$ cat src/rtl/ising_seq_pkg.sv
// Shared constants, state encoding and address helpers for the ising_axi run sequencer.
package ising_seq_pkg;

  localparam logic [31:0] WEIGHT_ADDR_BASE = 32'h0010_0000;
  localparam logic [31:0] PHASE_ADDR_BASE  = 32'h0000_1000;
  localparam logic [31:0] CTR_CUTOFF_ADDR  = 32'h0000_0008;
  localparam logic [31:0] CTR_MAX_ADDR     = 32'h0000_000C;
  localparam logic [31:0] START_ADDR       = 32'h0000_0000;

  localparam logic [31:0] START_CODE = 32'h0000_0010;
  localparam logic [31:0] RESET_CODE = 32'h0000_0100;

  typedef enum logic [3:0] {
    IDLE,
    CFG_CUT,
    CFG_MAX,
    EDGE_WAIT,
    EDGE_WR0,
    EDGE_WR1,
    RB_ADDR,
    RB_CHK,
    RUN_RST,
    RUN_GO,
    SETTLE,
    RD_ADDR,
    RD_WAIT,
    ACCUM,
    VOTE,
    DONE
  } seq_state_t;

  // Row index lands in bits [..:2], column index in bits [..:13].
  function automatic logic [31:0] weight_addr(input logic [31:0] i, input logic [31:0] j);
    return WEIGHT_ADDR_BASE + (i << 2) + (j << 13);
  endfunction

endpackage

$ cat src/rtl/ising_seq_vote.sv
// N saturating per-spin vote counters plus the final majority compare (ties resolve to 1).
module ising_seq_vote
  import ising_seq_pkg::*;
#(
  parameter int N     = 8,
  parameter int RUN_W = 4,
  localparam int IDX_W = $clog2(N)
) (
  input  logic             clk,
  input  logic             rst_n,
  input  logic             clr,
  input  logic             inc,
  input  logic [IDX_W-1:0] idx,
  input  logic [RUN_W-1:0] runs,
  output logic [N-1:0]     spins
);

  genvar gi;
  generate
    for (gi = 0; gi < N; gi++) begin : g_cnt
      logic [RUN_W:0] cnt;

      always_ff @(posedge clk or negedge rst_n) begin
        if (!rst_n) begin
          cnt <= '0;
        end else if (clr) begin
          cnt <= '0;
        end else if (inc && (idx == IDX_W'(gi)) && (cnt != '1)) begin
          cnt <= cnt + 1'b1;
        end
      end

      assign spins[gi] = ({cnt, 1'b0} >= {2'b00, runs});
    end
  endgenerate

endmodule

$ cat src/rtl/ising_run_sequencer.sv
// Programs ising_axi from a command + edge stream, runs it RUNS times and majority-votes the phases.
// Optional weight readback after each edge pair: define ISING_SEQ_READBACK_EN.
module ising_run_sequencer
  import ising_seq_pkg::*;
#(
  parameter int N             = 8,
  parameter int WEIGHT_W      = 3,
  parameter int RUN_W         = 4,
  parameter int SETTLE_CYCLES = 100,
  parameter int READ_LAT      = 1,
  localparam int IDX_W = $clog2(N)
) (
  input  logic             clk,
  input  logic             axi_rstn,
  input  logic             cmd_valid,
  output logic             cmd_ready,
  input  logic [31:0]      cmd_cutoff,
  input  logic [31:0]      cmd_max,
  input  logic [RUN_W-1:0] cmd_runs,
  input  logic             edge_valid,
  output logic             edge_ready,
  input  logic [IDX_W-1:0] edge_i,
  input  logic [IDX_W-1:0] edge_j,
  input  logic [31:0]      edge_w,
  input  logic             edge_last,
  output logic             wready,
  output logic [31:0]      wr_addr,
  output logic [31:0]      wdata,
  output logic [31:0]      araddr,
  input  logic [31:0]      rdata,
  output logic             busy,
  output logic             res_valid,
  output logic [N-1:0]     res_spins,
  output logic             err_idx,
  output logic             err_readback
);

`ifdef ISING_SEQ_READBACK_EN
  localparam bit RB_EN = 1'b1;
`else
  localparam bit RB_EN = 1'b0;
`endif

  seq_state_t       state;
  logic [31:0]      cutoff_reg;
  logic [31:0]      max_reg;
  logic [RUN_W-1:0] runs_reg;
  logic [RUN_W-1:0] run_idx;
  logic [IDX_W-1:0] spin_idx;
  logic [IDX_W-1:0] e_i;
  logic [IDX_W-1:0] e_j;
  logic [31:0]      e_w;
  logic             e_last;
  logic [31:0]      settle_cnt;
  logic [7:0]       lat_cnt;
  logic             hit_reg;
  logic             edge_bad;
  logic             vote_clr;
  logic             vote_inc;
  logic [N-1:0]     vote_spins;

  // Phase slots are stored in reverse spin order.
  function automatic logic [31:0] phase_addr(input logic [IDX_W-1:0] s);
    return PHASE_ADDR_BASE + ((32'(N - 1) - 32'(s)) << 2);
  endfunction

  assign edge_bad = (edge_i == edge_j) || (32'(edge_i) >= 32'(N)) || (32'(edge_j) >= 32'(N));
  assign vote_clr = (state == IDLE) && cmd_valid;
  assign vote_inc = (state == ACCUM) && hit_reg;

  always_ff @(posedge clk or negedge axi_rstn) begin
    if (!axi_rstn) begin
      state        <= IDLE;
      cmd_ready    <= 1'b1;
      edge_ready   <= 1'b0;
      wready       <= 1'b0;
      wr_addr      <= '0;
      wdata        <= '0;
      araddr       <= '0;
      busy         <= 1'b0;
      res_valid    <= 1'b0;
      res_spins    <= '0;
      err_idx      <= 1'b0;
      err_readback <= 1'b0;
      cutoff_reg   <= '0;
      max_reg      <= '0;
      runs_reg     <= '0;
      run_idx      <= '0;
      spin_idx     <= '0;
      e_i          <= '0;
      e_j          <= '0;
      e_w          <= '0;
      e_last       <= 1'b0;
      settle_cnt   <= '0;
      lat_cnt      <= '0;
      hit_reg      <= 1'b0;
    end else begin
      wready    <= 1'b0;
      res_valid <= 1'b0;
      case (state)
        IDLE: begin
          if (cmd_valid) begin
            cutoff_reg   <= cmd_cutoff;
            max_reg      <= cmd_max;
            runs_reg     <= (cmd_runs == '0) ? RUN_W'(1) : cmd_runs;
            run_idx      <= '0;
            spin_idx     <= '0;
            err_idx      <= 1'b0;
            err_readback <= 1'b0;
            cmd_ready    <= 1'b0;
            busy         <= 1'b1;
            wready       <= 1'b1;
            wr_addr      <= CTR_CUTOFF_ADDR;
            wdata        <= cmd_cutoff;
            state        <= CFG_CUT;
          end
        end
        CFG_CUT: begin
          wready  <= 1'b1;
          wr_addr <= CTR_MAX_ADDR;
          wdata   <= max_reg;
          state   <= CFG_MAX;
        end
        CFG_MAX: begin
          edge_ready <= 1'b1;
          state      <= EDGE_WAIT;
        end
        EDGE_WAIT: begin
          if (edge_valid) begin
            e_i    <= edge_i;
            e_j    <= edge_j;
            e_w    <= edge_w;
            e_last <= edge_last;
            if (edge_bad) begin
              err_idx <= 1'b1;
              if (edge_last) begin
                edge_ready <= 1'b0;
                wready     <= 1'b1;
                wr_addr    <= START_ADDR;
                wdata      <= RESET_CODE;
                state      <= RUN_RST;
              end
            end else begin
              edge_ready <= 1'b0;
              wready     <= 1'b1;
              wr_addr    <= weight_addr(32'(edge_i), 32'(edge_j));
              wdata      <= edge_w;
              state      <= EDGE_WR0;
            end
          end
        end
        EDGE_WR0: begin
          wready  <= 1'b1;
          wr_addr <= weight_addr(32'(e_j), 32'(e_i));
          wdata   <= e_w;
          state   <= EDGE_WR1;
        end
        EDGE_WR1, RB_CHK: begin
          if ((state == EDGE_WR1) && RB_EN) begin
            araddr <= weight_addr(32'(e_i), 32'(e_j));
            state  <= RB_ADDR;
          end else if ((state == RB_CHK) && (lat_cnt != 8'(READ_LAT - 1))) begin
            lat_cnt <= lat_cnt + 8'd1;
          end else begin
            if ((state == RB_CHK) && (rdata[WEIGHT_W-1:0] != e_w[WEIGHT_W-1:0])) begin
              err_readback <= 1'b1;
            end
            if (e_last) begin
              wready  <= 1'b1;
              wr_addr <= START_ADDR;
              wdata   <= RESET_CODE;
              state   <= RUN_RST;
            end else begin
              edge_ready <= 1'b1;
              state      <= EDGE_WAIT;
            end
          end
        end
        RB_ADDR: begin
          lat_cnt <= '0;
          state   <= RB_CHK;
        end
        RUN_RST: begin
          wready  <= 1'b1;
          wr_addr <= START_ADDR;
          wdata   <= START_CODE;
          state   <= RUN_GO;
        end
        RUN_GO: begin
          settle_cnt <= '0;
          state      <= SETTLE;
        end
        SETTLE: begin
          if (settle_cnt == 32'(SETTLE_CYCLES - 1)) begin
            spin_idx <= '0;
            araddr   <= phase_addr('0);
            state    <= RD_ADDR;
          end else begin
            settle_cnt <= settle_cnt + 32'd1;
          end
        end
        RD_ADDR: begin
          lat_cnt <= '0;
          state   <= RD_WAIT;
        end
        RD_WAIT: begin
          if (lat_cnt == 8'(READ_LAT - 1)) begin
            hit_reg <= (rdata >= cutoff_reg);
            state   <= ACCUM;
          end else begin
            lat_cnt <= lat_cnt + 8'd1;
          end
        end
        ACCUM: begin
          if (spin_idx != IDX_W'(N - 1)) begin
            spin_idx <= spin_idx + IDX_W'(1);
            araddr   <= phase_addr(spin_idx + IDX_W'(1));
            state    <= RD_ADDR;
          end else if (run_idx != (runs_reg - RUN_W'(1))) begin
            run_idx <= run_idx + RUN_W'(1);
            wready  <= 1'b1;
            wr_addr <= START_ADDR;
            wdata   <= RESET_CODE;
            state   <= RUN_RST;
          end else begin
            state <= VOTE;
          end
        end
        VOTE: begin
          res_spins <= vote_spins;
          res_valid <= 1'b1;
          state     <= DONE;
        end
        DONE: begin
          cmd_ready <= 1'b1;
          busy      <= 1'b0;
          state     <= IDLE;
        end
        default: state <= IDLE;
      endcase
    end
  end

  ising_seq_vote #(
    .N     (N),
    .RUN_W (RUN_W)
  ) u_vote (
    .clk   (clk),
    .rst_n (axi_rstn),
    .clr   (vote_clr),
    .inc   (vote_inc),
    .idx   (spin_idx),
    .runs  (runs_reg),
    .spins (vote_spins)
  );

endmodule

$ cat config.mk
export PLATFORM = sky130hd
export DESIGN_NAME = ising_run_sequencer
export DESIGN_NICKNAME = d
export VERILOG_FILES = /design/src/rtl/ising_seq_pkg.sv /design/src/rtl/ising_seq_vote.sv /design/src/rtl/ising_run_sequencer.sv
export SDC_FILE = /design/constraint.sdc
export NUM_CORES = 1
export LEC_CHECK = 0
export CAP_MARGIN = 20
export CORE_ASPECT_RATIO = 0.9
export CORE_UTILIZATION = 45
export CTS_CLUSTER_DIAMETER = 50
export DETAILED_ROUTE_END_ITERATION = 7
export PLACE_DENSITY_LB_ADDON = 0.12
export SLEW_MARGIN = 20
export SYNTH_ARGS = -nofsm -noshare
export SYNTH_HDL_FRONTEND = slang
export SYNTH_SLANG_ARGS = --single-unit
$ cat constraint.sdc
create_clock -name clk -period 3.35 [get_ports clk]
set_clock_uncertainty 0.1 [all_clocks]
set_input_delay 0.67 -clock clk [delete_from_list [all_inputs] [get_ports clk]]
set_output_delay 0.67 -clock clk [all_outputs]
set_load 0.05 [all_outputs]
==> reports/results.tsv, run 1 <==
metric	value	unit
status	complete, no violations	
die width	186.6	um
Final Max Slew Viols	0	
TNS Setup	0	ns
largest net degree at the start of global routing	85	
Final setup viols	0	
Starting DRT DRC Count	548	
Worst Path Max Fanout	24	
DP Area	16140	sq um
Design Area, Final	17330	sq um
ys async rst share	100.0	%
clk_lat worst skew	0.50	ns
worst reg2reg path depth	7	
synth top area cells	dfrtp_1, ha_1, nand2_1, o21ai_0, nor2_1	
CTS Buf Count	35	
Buf+Inv Stages, Crit Path	1	
row count	60	
Netlist cell types	69	
Leak	7.904	nW
DRC viols	0	
Via-to-Cell Ratio	5.276	
htree depth	2	
Avg Inst Size Synth	9.674	sq um
RePlAce Congestion	0.8542	
leading area contributor after synthesis	dfrtp_1	
R2R Path Start	state[3]	
global-route usage over all layers	22.90	%
max-cap check violation count	0	
HP Class	in -> async	
Power Dens Cells	945.8	nW/um^2
Core Area	30030	sq um
slowest stage delay, CP	0.77	ns
hold_ws	0.02801	ns
Rel. slew slack	47.79	%
Crit path max-delay family	simple AND/OR/NAND/NOR gates	
Tightest Pin Transition	0.7814	ns
CTS clk-pin slew, worst paths	0.06	ns
Ys Warns	0	
Biggest register	u_vote.g_cnt.cnt	
Die Height	168.2	um
final hold vios	0	
final antenna-violating net count	0	
Hold-fix buffers, CTS	0	
Worst setup EP type	flip-flop	
first-pass GRT wire length	57.86	mm
fin crit share	82.66	%
crit-path cells	nand2b_4 > nor3_2 > o21ai_1 > buf_4 > a41o_1 > or3_1 > a21boi_0	
setup repair after global routing missed its margin	no	
fin crit period	2.769	ns
most frequent cell after synthesis	dfrtp_1	
reg2reg end	lat_cnt[2]	
sequential fraction of the synthesis area	46.60	%
Post-Syn Instances	1427	
kind of critical path	reg -> reg	
EDFF count, synth	0	
DP HPWL	24.83	mm
CTS Sinks	257	
DR vias	10840	
Critical-path top delay cell	dfrtp_1	
Longest Clk Path Bufs	3	
Crit path arrival time	3.08	ns
Die ar.	31380	sq um
WL final	35.50	mm
worst endpoint required time	3.66	ns
initial antenna violation count	4	
1st-pass router iterations	7	
yosys stat area	13800	sq um
Tool Warnings	31	
Max-area cell share	46.41	%
Worst Setup Start Kind	flip-flop	
Primary FF master, synth	dfrtp_1	
VDD IR max	0.4822	mV
port bufs	200	
Final Instance Count excl. Fillers	2054	
max reg flops	40	
Boundary Pins	254	
total grt overflow	0	
R2R Setup Slk	0.58	ns
nets@finish	1848	
Init Core Util	45.97	%
CTS root buffer	clkbuf_16	
placed instance count	1988	
Final Power	16.39	mW
# Cells Yosys	1427	
Post-CTS Setup Inserts	0	
cts repair resizes	0	
Area Overhead vs Synth	25.51	%
worst setup margin	0.5810	ns
FMAX	0.3611	GHz
## run 1: layer usage
metal,global-route usage [%],share of wire (%)
met5,0,0.037
met4,5.167,1.7
met3,6.608,7.3
met2,36.92,46
met1,30.54,45
## run 1: placed cells by master (no fill, tap or decap), types with 20 or more instances in the layout
master and count:
a211o_1 31, a21o_1 21, a21oi_1 78, a22o_1 31
buf_4 20, clkbuf_16 35, clkdlybuf4s50_1 199, conb_1 53
dfrtp_1 256, ha_1 83, inv_1 55, mux2_2 39
nand2_1 197, nand3_1 21, nand4_1 25, nor2_1 128
o21ai_0 104, xnor2_1 32, xor2_1 25
## run 1: cell type report
cell class | count | area (sq um)
clock inverters | 15 | 190.2
multi-input cells | 1045 | 6700
well taps | 403 | 504.2
inverters | 56 | 210.2
clock buffers | 47 | 980.9
fillers | 2675 | 12700
diodes | 4 | 10.01
flip-flops and latches | 257 | 6432
repair buffers | 227 | 2297
## run 1: how the worst max path moves through the flow
stage	from	endpoint	cells past startpoint	slack, ns
2_1_floorplan	runs_reg[0]	wr_addr[2]	10	0.77
6_report	state[3]	lat_cnt[2]	7	0.58
4_1_cts	state[3]	settle_cnt[25]	6	0.60
3_3_place_gp	edge_i[0]	wdata[30]	8	0.34
5_1_grt	settle_cnt[0]	state[1]	9	0.28
3_5_place_dp	edge_i[0]	wdata[30]	8	0.33
## run 1: report_power, final
group          internal, mW  total [mW]  leakage, nW  switching (mW)
sequential             4.40        5.34         3.22           0.938
combinational          2.91        7.31         4.12            4.40
clock                  2.36        3.74        0.571            1.38
total                  9.67        16.4         7.90            6.71
## run 1: logic make-up after synthesis
| group | share of synthesized area [%] |
|---|---|
| multiplexers | 4.559 |
| adder cells (fa/ha/maj) | 7.523 |
| AND-OR/OR-AND | 15.15 |
| flip-flops | 46.60 |
| other | 0.02717 |
| buffers and inverters | 6.653 |
| XOR/XNOR | 3.734 |
| AND/OR/NAND/NOR | 15.76 |
Figure 1. Routing congestion map (run 1).
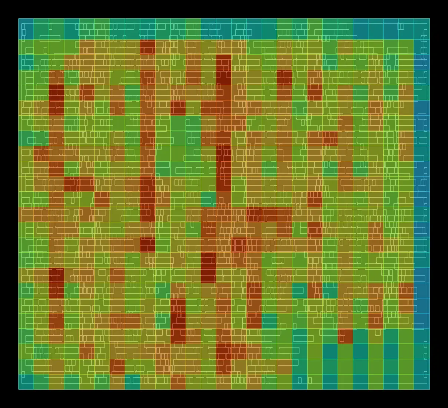
busiest layer in global routing: met2
wire length per cell: 17.28 um
Util after Layout: 57.70%

Figure 2. Sequential cells coloured by netlist name (run 1).
Scale: 2 px per um. Other sequential cells in the stronger grey, the rest of the logic in the fainter grey.
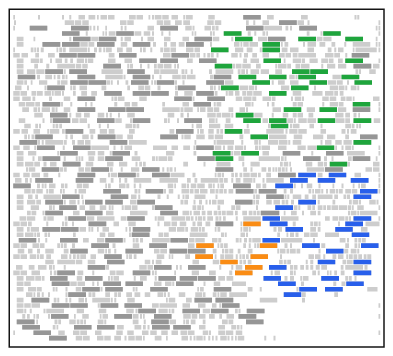
- green: `u_vote.g_cnt.cnt` (placed flops 40)
- blue: `settle_cnt` (placed flops 32)
- orange: `lat_cnt` (placed flops 8)
- not coloured: 177

Figure 3. Signal wires on met1 (run 1).
Scale: 1.5 px per um.
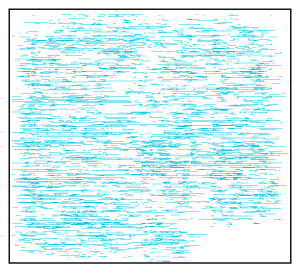
- longest straight run: 67.2 um
- main direction: horizontal
- nets with wire on the layer: 1635
- wire length on this layer: 15900 um

## Run 2: what changed since run 1
==> constraint.sdc (replaced) <==
create_clock -name clk -period 2.4 [get_ports clk]
set_clock_uncertainty 0.1 [all_clocks]
set_input_delay 0.48 -clock clk [delete_from_list [all_inputs] [get_ports clk]]
set_output_delay 0.48 -clock clk [all_outputs]
set_load 0.05 [all_outputs]
Figure 4. Routing congestion map (run 2).
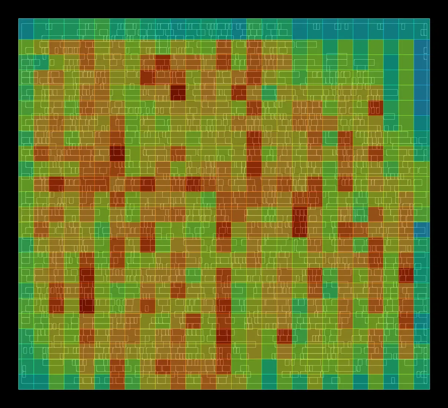
global-route usage over all layers: 24.26%
wire length per cell: 17.75 um
Util after Layout: 60.77%
routing usage on met3: 5.545%

Figure 5. Zoomed window (run 2).
Region (127, 114) to (152, 139) um. Cells in grey, sequential cells in the stronger grey; small squares are vias.
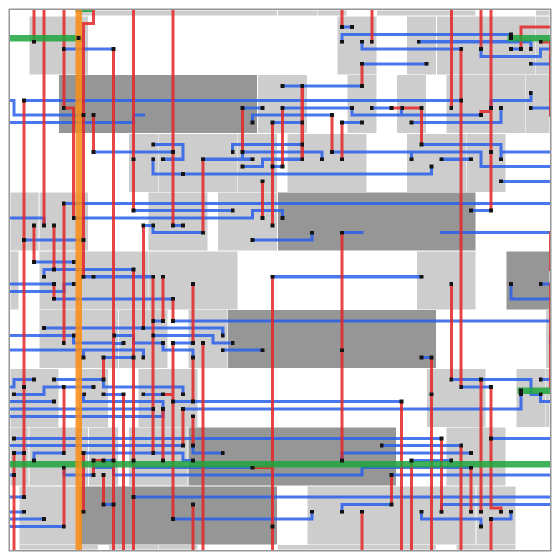
- blue: metal 1
- red: metal 2
- orange: metal 4
- green: metal 3
- netlist names of flops here include: `state` (3), `lat_cnt` (2)
- sequential cells in the window: 5
- most frequent: buf_4 (9)
- cells with their middle in the window: 42

==> reports/results.tsv, run 2 <==
metric	value	unit	change
synth top area cells	dfrtp_1, ha_1, nand2_1, o21ai_0, nor2_1		unchanged
Netlist cell types	69		unchanged
hold_ws	0.3701	ns	was 0.02801 ns
final antenna-violating net count	0		unchanged
Worst setup EP type	flip-flop		unchanged
CTS Buf Count	34		was 35
most frequent cell after synthesis	dfrtp_1		unchanged
Rel. slew slack	55.79	%	was 47.79%
EDFF count, synth	0		unchanged
CTS clk-pin slew, worst paths	0.06	ns	about the same
max reg flops	40		unchanged
CTS Sinks	257		unchanged
largest net degree at the start of global routing	58		was 85
Tool Warnings	32		was 31
Worst Path Max Fanout	15		was 24
status	complete, no violations		unchanged
Power Dens Cells	1323	nW/um^2	was 945.8 nW/um^2
Biggest register	u_vote.g_cnt.cnt		unchanged
CTS root buffer	clkbuf_16		unchanged
leading area contributor after synthesis	dfrtp_1		unchanged
htree depth	2		unchanged
fin crit period	2.335	ns	was 2.769 ns
RePlAce Congestion	0.8506		was 0.8542
WL final	38.01	mm	was 35.50 mm
nets@finish	1937		was 1848
initial antenna violation count	3		was 4
clk_lat worst skew	0.50	ns	about the same
HP Class	reg -> reg		was in -> async
Worst Setup Start Kind	flip-flop		unchanged
Max-area cell share	46.41	%	unchanged
first-pass GRT wire length	60.95	mm	was 57.86 mm
fin crit share	97.28	%	was 82.66%
sequential fraction of the synthesis area	46.60	%	unchanged
top logic cells by instance count in the layout	dfrtp_1, nand2_1, clkdlybuf4s50_1		was dfrtp_1, clkdlybuf4s50_1, nand2_1
Crit path arrival time	2.66	ns	was 3.08 ns
Primary FF master, synth	dfrtp_1		unchanged
Leak	8.412	nW	was 7.904 nW
final hold vios	0		unchanged
Tightest Pin Transition	0.6632	ns	was 0.7814 ns
DP HPWL	26.38	mm	was 24.83 mm
Avg Inst Size Synth	9.674	sq um	unchanged
Die Height	168.2	um	unchanged
total grt overflow	0		unchanged
setup repair after global routing missed its margin	yes		was no
max-cap check violation count	0		unchanged
Starting DRT DRC Count	502		was 548
Ys Warns	0		unchanged
Longest Clk Path Bufs	3		unchanged
worst endpoint required time	2.73	ns	was 3.66 ns
yosys stat area	13800	sq um	unchanged
die width	186.6	um	unchanged
# Cells Yosys	1427		unchanged
DP Area	16870	sq um	was 16140 sq um
Post-Syn Instances	1427		unchanged
placed instance count	2068		was 1988
VDD IR max	0.8405	mV	was 0.4822 mV
DR vias	11330		was 10840
Area Overhead vs Synth	32.19	%	was 25.51%
Init Core Util	45.97	%	unchanged
-- run 2: cell counts after synthesis --
No cell type changed its count.
-- run 2: metrics by stage --
stage | setup slack, ns | power, mW | TNS [ns] | utilization [%]
after global routing | -0.02630 | 25.70 | -0.1203 | 60.74
after global placement | -0.2879 | 18.32 | -11.46 | 56.18
after detailed placement | -0.3409 | 18.60 | -13.69 | 56.18
after CTS | 0.003649 | 24.02 | 0 | 60.14
final | 0.06522 | 24.13 | 0 | 60.77
after floorplan | 0.002754 | 14.52 | 0 | -
-- run 2: worst paths after layout --
kind | endpoint | slack (ns) | cells after the start | from
setup / recovery | settle_cnt[27] | 0.07 | 8 | settle_cnt[1]
hold / removal | araddr[12] | 0.37 | 1 | araddr[12]
setup reg to reg | settle_cnt[27] | 0.07 | 8 | settle_cnt[1]
hold reg to reg | araddr[12] | 0.37 | 1 | araddr[12]
max in group asynchronous | state[2] | 0.91 | 3 | axi_rstn
min in group asynchronous | res_valid | 0.41 | 2 | axi_rstn
-- run 2: area by class of cell --
cell class / count / area [sq um]
diodes: 3 / 7.507
clock buffers: 49 / 1008
clock inverters: 11 / 126.4
fillers: 2615 / 11780
inverters: 56 / 211.5
multi-input cells: 1045 / 6825
flip-flops and latches: 257 / 6436
well taps: 403 / 504.2
repair buffers: 317 / 3128
-- run 2: worst max-delay path: stages, from the launching register on --
cell and delay (ns):
dfrtp_1 0.42, ha_2 0.21, nor4bb_2 0.16, nand4_1 0.14, o21ai_2 0.10, buf_12 0.16
a2111o_1 0.47, or3_1 0.34, a21oi_1 0.15
-- run 2: metal layers --
layer	wire length [um]	global-route usage, %
met2	17690	39.45
met5	13	0
met4	657	5.702
met3	2294	5.545
met1	17360	32.92
-- run 2: logic make-up (layout without fill, tap and decap cells) --
family                     Yosys count  after routing  share of synthesized area [%]
adders and majority gates           83             83                          7.523
other                                1             56                        0.02717
DFF                                257            257                          46.60
AOI/OAI and AO/OA                  325            325                          15.15
buffers and inverters              177            433                          6.653
muxes                               58             58                          4.559
and+or+nand+nor                    468            468                          15.76
xor gates and xnor gates            58             58                          3.734
-- run 2: repair_timing --
action | 4_1_cts | 5_1_grt
hold buffers | 1 | 0
gates cloned | 1 | 1
setup endpoints to repair | 36 | 52
pin swaps | 2 | 9
endpoints found under the hold margin | 50 | 0
gates resized | 2 | 33
buffers inserted | 1 | 6
-- run 2: report_power, final --
| part | internal (mW) | switching, mW |
|---|---|---|
| Combinational | 4.96 | 6.79 |
| Sequential | 6.14 | 1.18 |
| Clock | 3.15 | 1.91 |
| Total | 14.3 | 9.88 |
Power figures rest on the tool's default switching activity, not on a simulated workload.
